[config.mk]
export PLATFORM = sky130hd
export DESIGN_NAME = regfile_wport_arbiter
export DESIGN_NICKNAME = d
export VERILOG_FILES = /design/src/rtl/regfile_wport_arbiter.sv
export SDC_FILE = /design/constraint.sdc
export NUM_CORES = 1
export LEC_CHECK = 0
export ABC_AREA = 0
export ABC_CLOCK_PERIOD_IN_PS = 1660
export CAP_MARGIN = 15
export CORE_ASPECT_RATIO = 0.75
export CORE_MARGIN = 10
export CORE_UTILIZATION = 39
export DETAILED_ROUTE_END_ITERATION = 12
export PLACE_DENSITY = 0.81
export SYNTH_ARGS = -nofsm -noshare
export SYNTH_HDL_FRONTEND = slang
export SYNTH_SLANG_ARGS = --single-unit
[constraint.sdc]
create_clock -name i_clk -period 1.66 [get_ports i_clk]
set_clock_uncertainty 0.05 [all_clocks]
set_input_delay 0.249 -clock i_clk [delete_from_list [all_inputs] [get_ports i_clk]]
set_output_delay 0.249 -clock i_clk [all_outputs]
set_load 0.01 [all_outputs]
[src/rtl/regfile_wport_arbiter.sv]
// regfile_wport_arbiter: shares the register file write port between WB and MC and tracks pending MC results
//
// Ports:
//   i_clk, i_reset_n                     clock, asynchronous active-low reset
//   i_wb_req/i_wb_addr/i_wb_data         write-back stage write request (held until o_wb_gnt)
//   o_wb_gnt                             combinational grant to WB
//   i_mc_req/i_mc_addr/i_mc_data         multi-cycle unit write request (held until o_mc_gnt)
//   o_mc_gnt                             combinational grant to MC
//   i_issue_valid/i_issue_long/i_issue_dest  decode issue info; long ops mark dest pending
//   i_rd_addr1, i_rd_addr2               decode source registers
//   o_rd_stall                           a source register awaits an MC result
//   o_issue_stall                        issue destination awaits an MC result (WAW)
//   o_rf_write/o_rf_addr3/o_rf_data3     registered write port to the register file
//   o_byp_hit1/o_byp_hit2/o_byp_data     in-flight write forwarding (only with RF_BYPASS_EN)
//
// Optional feature macro: RF_BYPASS_EN
module regfile_wport_arbiter #(
    parameter int STARVE_LIMIT = 4,
    parameter int CNT_W        = 3
) (
    input  logic        i_clk,
    input  logic        i_reset_n,
    input  logic        i_wb_req,
    input  logic [1:0]  i_wb_addr,
    input  logic [15:0] i_wb_data,
    output logic        o_wb_gnt,
    input  logic        i_mc_req,
    input  logic [1:0]  i_mc_addr,
    input  logic [15:0] i_mc_data,
    output logic        o_mc_gnt,
    input  logic        i_issue_valid,
    input  logic        i_issue_long,
    input  logic [1:0]  i_issue_dest,
    input  logic [1:0]  i_rd_addr1,
    input  logic [1:0]  i_rd_addr2,
    output logic        o_rd_stall,
    output logic        o_issue_stall,
`ifdef RF_BYPASS_EN
    output logic        o_byp_hit1,
    output logic        o_byp_hit2,
    output logic [15:0] o_byp_data,
`endif
    output logic        o_rf_write,
    output logic [1:0]  o_rf_addr3,
    output logic [15:0] o_rf_data3
);

    logic [CNT_W-1:0] r_cnt;
    logic [3:0]       r_sb;
    logic             w_starve;
    logic [3:0]       w_sb_set;
    logic [3:0]       w_sb_clr;

    always_comb begin
        w_starve      = r_cnt >= CNT_W'(STARVE_LIMIT);
        o_mc_gnt      = i_mc_req & (~i_wb_req | w_starve);
        o_wb_gnt      = i_wb_req & ~o_mc_gnt;
        o_rd_stall    = r_sb[i_rd_addr1] | r_sb[i_rd_addr2];
        o_issue_stall = i_issue_valid & r_sb[i_issue_dest];
        w_sb_set      = (i_issue_valid & i_issue_long & ~o_issue_stall) ? (4'b0001 << i_issue_dest) : 4'b0000;
        w_sb_clr      = o_mc_gnt ? (4'b0001 << i_mc_addr) : 4'b0000;
    end

`ifdef RF_BYPASS_EN
    always_comb begin
        o_byp_hit1 = o_rf_write & (o_rf_addr3 == i_rd_addr1);
        o_byp_hit2 = o_rf_write & (o_rf_addr3 == i_rd_addr2);
        o_byp_data = o_rf_data3;
    end
`endif

    always_ff @(posedge i_clk or negedge i_reset_n) begin
        if (!i_reset_n) begin
            o_rf_write <= 1'b0;
            o_rf_addr3 <= 2'd0;
            o_rf_data3 <= 16'd0;
            r_sb       <= 4'b0000;
            r_cnt      <= '0;
        end else begin
            o_rf_write <= o_wb_gnt | o_mc_gnt;
            if (o_mc_gnt) begin
                o_rf_addr3 <= i_mc_addr;
                o_rf_data3 <= i_mc_data;
            end else if (o_wb_gnt) begin
                o_rf_addr3 <= i_wb_addr;
                o_rf_data3 <= i_wb_data;
            end
            // set applied after clear: a new long issue outranks the older op's completion
            r_sb  <= (r_sb & ~w_sb_clr) | w_sb_set;
            r_cnt <= (i_mc_req & ~o_mc_gnt) ? ((&r_cnt) ? r_cnt : r_cnt + CNT_W'(1)) : '0;
        end
    end

`ifndef SYNTHESIS
    logic        r_wb_hold;
    logic        r_mc_hold;
    logic [1:0]  r_wb_addr_q;
    logic [1:0]  r_mc_addr_q;
    logic [15:0] r_wb_data_q;
    logic [15:0] r_mc_data_q;

    always_ff @(posedge i_clk or negedge i_reset_n) begin
        if (!i_reset_n) begin
            r_wb_hold <= 1'b0;
            r_mc_hold <= 1'b0;
        end else begin
            r_wb_hold <= i_wb_req & ~o_wb_gnt;
            r_mc_hold <= i_mc_req & ~o_mc_gnt;
        end
    end

    always_ff @(posedge i_clk) begin
        r_wb_addr_q <= i_wb_addr;
        r_wb_data_q <= i_wb_data;
        r_mc_addr_q <= i_mc_addr;
        r_mc_data_q <= i_mc_data;
    end

    always_ff @(posedge i_clk) begin
        if (i_reset_n) begin
            assert (!o_mc_gnt || r_sb[i_mc_addr])
                else $error("mc_gnt for register %0d with no pending scoreboard entry", i_mc_addr);
            assert (!(r_wb_hold && i_wb_req) || (i_wb_addr == r_wb_addr_q && i_wb_data == r_wb_data_q))
                else $error("WB changed addr/data while waiting for grant");
            assert (!(r_mc_hold && i_mc_req) || (i_mc_addr == r_mc_addr_q && i_mc_data == r_mc_data_q))
                else $error("MC changed addr/data while waiting for grant");
        end
    end
`endif

endmodule

**Run 1: register map, names as in the netlist**

Drawn at 4 px/µm. Other sequential cells in the stronger gray, the rest of the logic in the fainter gray.
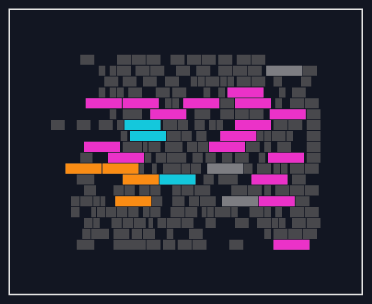
Magenta is `o_rf_data3`, flops 16. Orange is `r_sb`, flops 4. Cyan is `r_cnt`, flops 3.
Core Util, Final: 68.8%
Sequential Area: 651 µm²

**Run 1: placed standard cells**

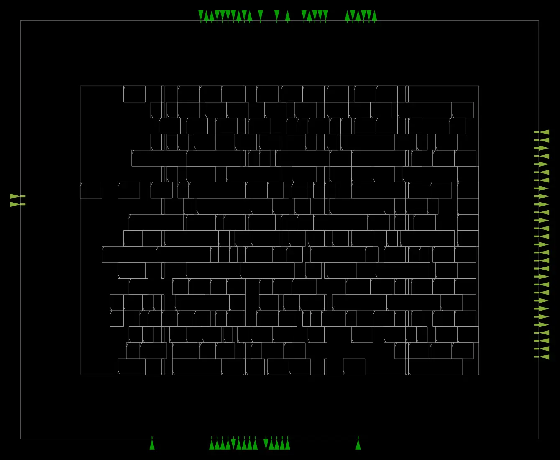
# Taps: 40
fillers: 248

**Run 1: routed metal per tile**

Drawn at 4 px/µm. The die is cut into 18 by 14 equal tiles; dark purple is low, yellow is high, scaled to the fullest tile. Values are wire area over tile area, all layers added.
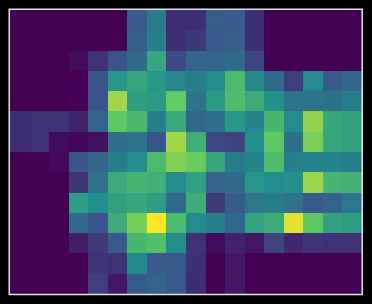
The mean over all tiles is 0.11. The emptiest ninth of the die: north-west. 30% of the tiles are nearly empty. The fullest tile reaches 0.40. 23% of the tiles are over half the peak.

==> impl_metrics.csv, run 1 <==
group,metric,value,unit
cells_and_area,clkCellAreaFrac,2.42,%
place,port_buffers,70,
synth,syn_nets,177,
cells_and_area,fin_nets,266,
final_timing,worst_slack,-0.0457,ns
status,outcome,"complete, but fails checks",
cells_and_area,inv_count,1,
status,failed_checks,"setup timing",
final_timing,relSlewSlack,78.0,%
clocking,clock_latency,0.27,ns
clocking,tritoncts,"built",
drt,dr.pass1.iters,4,
clocking,holdBufCountCts,0,
synth,async_flop_share,100,%
final_timing,min_period,1.71,ns
synth,yosysWarningCount,0,
synth,xor_area_share,0.649,%
power_and_ir_drop,pwr-share-clk,22.7,%
final_timing,setup_viol,1,
final_timing,period_used_share,103,%
floorplanning,die_h,70.9,µm
-- run 1: worst max path at each step --
| stage | start | to | depth (start not counted) | slack (ns) |
|---|---|---|---|---|
| floorplan | r_sb[3]$_DFF_PN0_ | o_issue_stall | 2 | 0.34 |
| global placement | i_issue_dest[0] | o_issue_stall | 4 | -0.52 |
| detailed placement | i_issue_dest[0] | o_issue_stall | 4 | -0.54 |
| CTS | r_sb[3]$_DFF_PN0_ | o_issue_stall | 3 | -0.05 |
| global route | r_sb[3]$_DFF_PN0_ | o_issue_stall | 3 | -0.09 |
| finish | r_sb[3]$_DFF_PN0_ | o_issue_stall | 3 | -0.05 |
-- run 1: routing by layer --
layer  part of all wire [%]  GRT usage, %  vias to the layer above
li1                       -             -                      642
met3                    9.4          3.43                        4
met4                   0.78          3.18                        0
met5                      0             0                        -
met2                     50          23.7                       40
met1                     40          15.7                      621
-- run 1: power groups by stage --
stage	Clock [W]	Sequential [W]	Combinational [W]
5_1_grt	0.000430	0.000772	0.000643
6_report	0.000399	0.000762	0.000594
4_1_cts	0.000414	0.000761	0.000591
3_3_place_gp	0	0.000767	0.000578
3_5_place_dp	0	0.000773	0.000593
2_1_floorplan	0	0.000800	0.000181
-- run 1: sequential cells by signal, summed over array words and instances, names as in the netlist --
register    count
o_rf_data3     16
r_sb            4
r_cnt           3
o_rf_addr3      2
o_rf_write      1
-- run 1: critical path, cell delays in order (launching register included) --
cell	delay (ns)
dfrtp_1	0.40
mux4_2	0.46
and2_1	0.14
buf_2	0.13
-- run 1: per-stage QoR --
stage          setup WS (ns)  power [W]
6_report             -0.0457    0.00176
5_1_grt              -0.0916    0.00185
4_1_cts              -0.0505    0.00177
3_5_place_dp          -0.542    0.00137
3_3_place_gp          -0.517    0.00134
2_1_floorplan          0.345   0.000981
**Run 1: drive-strength map**

Drawn at 3 px/µm.
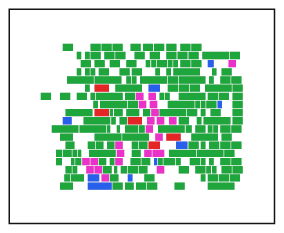

==> run 2: changes to the inputs <==
--- a/config.mk
+++ b/config.mk
@@ -12,6 +12,7 @@
 export CORE_MARGIN = 10
 export CORE_UTILIZATION = 39
 export DETAILED_ROUTE_END_ITERATION = 12
+export GPL_TIMING_DRIVEN = 0
 export PLACE_DENSITY = 0.81
 export SYNTH_ARGS = -nofsm -noshare
 export SYNTH_HDL_FRONTEND = slang
**Run 2: drive-strength map**

Drawn at 3 px/µm.
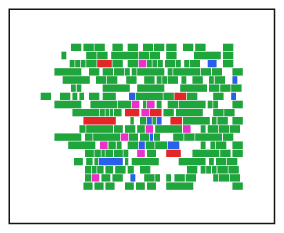
Green is _0 and _1 cells, cells 183. Red is _6 and larger, cells 7. Magenta is _3 and _4 cells, cells 10. Blue is _2 cells, cells 11.

**Run 2: routed metal per tile**

Drawn at 4 px/µm. The die is cut into 18 by 14 equal tiles; dark purple is low, yellow is high, scaled to the fullest tile. Values are wire area over tile area, all layers added.
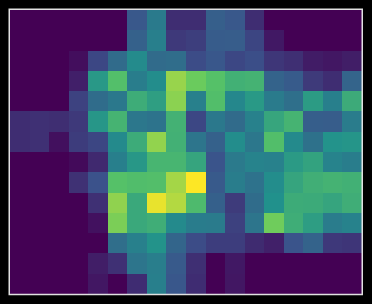
The densest ninth of the die: center. 23% of the tiles are over half the peak. The emptiest ninth of the die: south-west.

==> run 2 against run 1 <==
Net effect: the flow still finishes with violations (setup timing); global-route usage rose by 0.78 points; sequential share of layout area rose by 0.54 points; area after synthesis did not move; utilization fell by 1.3 points; hold slack improved by 0.058 ns; worst setup slack improved by 0.013 ns; die size did not move.
==> impl_metrics.csv, run 2 <==
group,metric,value,unit
status,outcome,"complete, but fails checks",
status,failed_checks,"setup timing",
grt,use_met2,24.4,%
cells_and_area,instances_no_fill,251,
final_timing,period_used_share,102,%
clocking,clock_latency,0.27,ns
drt,dr_wl_met3,400,µm
place,pre_cts_ws,-0.596,ns
synth,async_flop_share,100,%
job,warning_count,28,
power_and_ir_drop,clk-power,0.000520,W
grt,grt.met3_usage,3.78,%
cells_and_area,final_util,67.5,%
cells_and_area,fillers,251,
final_timing,tightest_slew,0.567,ns
place,dp_cells,237,
final_timing,relSlewSlack,62.2,%
drt,wl_met1,1720,µm
place,place.gp.congestion,0.791,
grt,grtUsageMet1,16.6,%
synth,yosysWarningCount,0,
floorplanning,dieArea,6240,µm²
power_and_ir_drop,pg_seq,0.000759,W
clocking,tritoncts,"built",
synth,syn_nets,177,
clocking,cts_made_buffers,3,
place,dp_hpwl,3360,µm
cells_and_area,top_regs,"o_rf_data3: 16 flops, r_sb: 4 flops, r_cnt: 3 flops",
drt,top_layer,"met4",
floorplanning,die_h,70.9,µm
grt,track_usage,14.2,%
cells_and_area,lay_top_count,"clkdlybuf4s50_1",
final_timing,setup_viol,1,
power_and_ir_drop,power.group.top,"registers",
final_timing,worst_slack,-0.0323,ns
cells_and_area,top_register,"o_rf_data3",
clocking,holdBufCountCts,0,
grt,grt-busiest-layer,"met2",
place,port_buffers,70,
drt,wl_met2,2200,µm
grt,grt_pass1_wl,7100,µm
power_and_ir_drop,pwr-share-clk,28.1,%
power_and_ir_drop,p_comb,0.000569,W
cells_and_area,fin_nets,262,
power_and_ir_drop,p_total,0.00185,W
drt,drt_iter0_markers,78,
cells_and_area,largest_register_ffs,16,
final_timing,min_period,1.69,ns
## run 2: cell types whose count changed in the layout (fill, tap and decap cells not counted), moves of 2 or more
| cell | before | now |
|---|---|---|
| clkbuf_1 | 0 | 2 |
| dlymetal6s2s_1 | 3 | 0 |
| clkdlybuf4s15_2 | 2 | 0 |
| buf_2 | 1 | 5 |
| buf_4 | 21 | 10 |
| dlygate4sd2_1 | 3 | 8 |
| clkdlybuf4s50_1 | 60 | 58 |
| buf_6 | 1 | 3 |
## run 2: layout make-up
type,count,area [µm²],area share [%]
tap,40,50.0,2.24
sequential,26,651,29.1
clock buffer,3,41.3,1.85
buffer,8,58.8,2.63
multi-input combinational,92,647,28.9
inverter,1,3.75,0.168
timing repair buffer,80,753,33.7
clock inverter,1,30.0,1.34
## run 2: logic make-up (layout without fill, tap and decap cells)
group                      count (synthesis)  in the layout  synth area share (%)
muxes                                     21             21                  16.7
buffers and inverters                      9             93                  4.17
adders and majority gates                  2              2                  1.85
DFF                                       26             26                  48.2
AOI/OAI and AO/OA                         26             26                  11.1
xor gates and xnor gates                   1              1                 0.649
and+or+nand+nor                           42             42                  17.3
## run 2: worst paths after layout
check,from,end,cells after the start
setup / recovery,r_sb[3]$_DFF_PN0_,o_issue_stall,3
hold / removal,i_issue_dest[0],r_sb[0]$_DFF_PN0_,2
setup reg to reg,r_cnt[2]$_DFFE_PN0P_,r_sb[0]$_DFF_PN0_,5
hold reg to reg,o_rf_data3[3]$_DFFE_PN0P_,o_rf_data3[3]$_DFFE_PN0P_,2
max in group asynchronous,i_reset_n,o_rf_data3[1]$_DFFE_PN0P_,2
min in group asynchronous,i_reset_n,o_rf_data3[7]$_DFFE_PN0P_,2
## run 2: critical path, stage by stage, from the launching register on
cell and delay, ns:
dfrtp_1 0.39, mux4_2 0.46, and2_1 0.14, buf_2 0.13
Power is estimated from default activity; no workload was simulated.
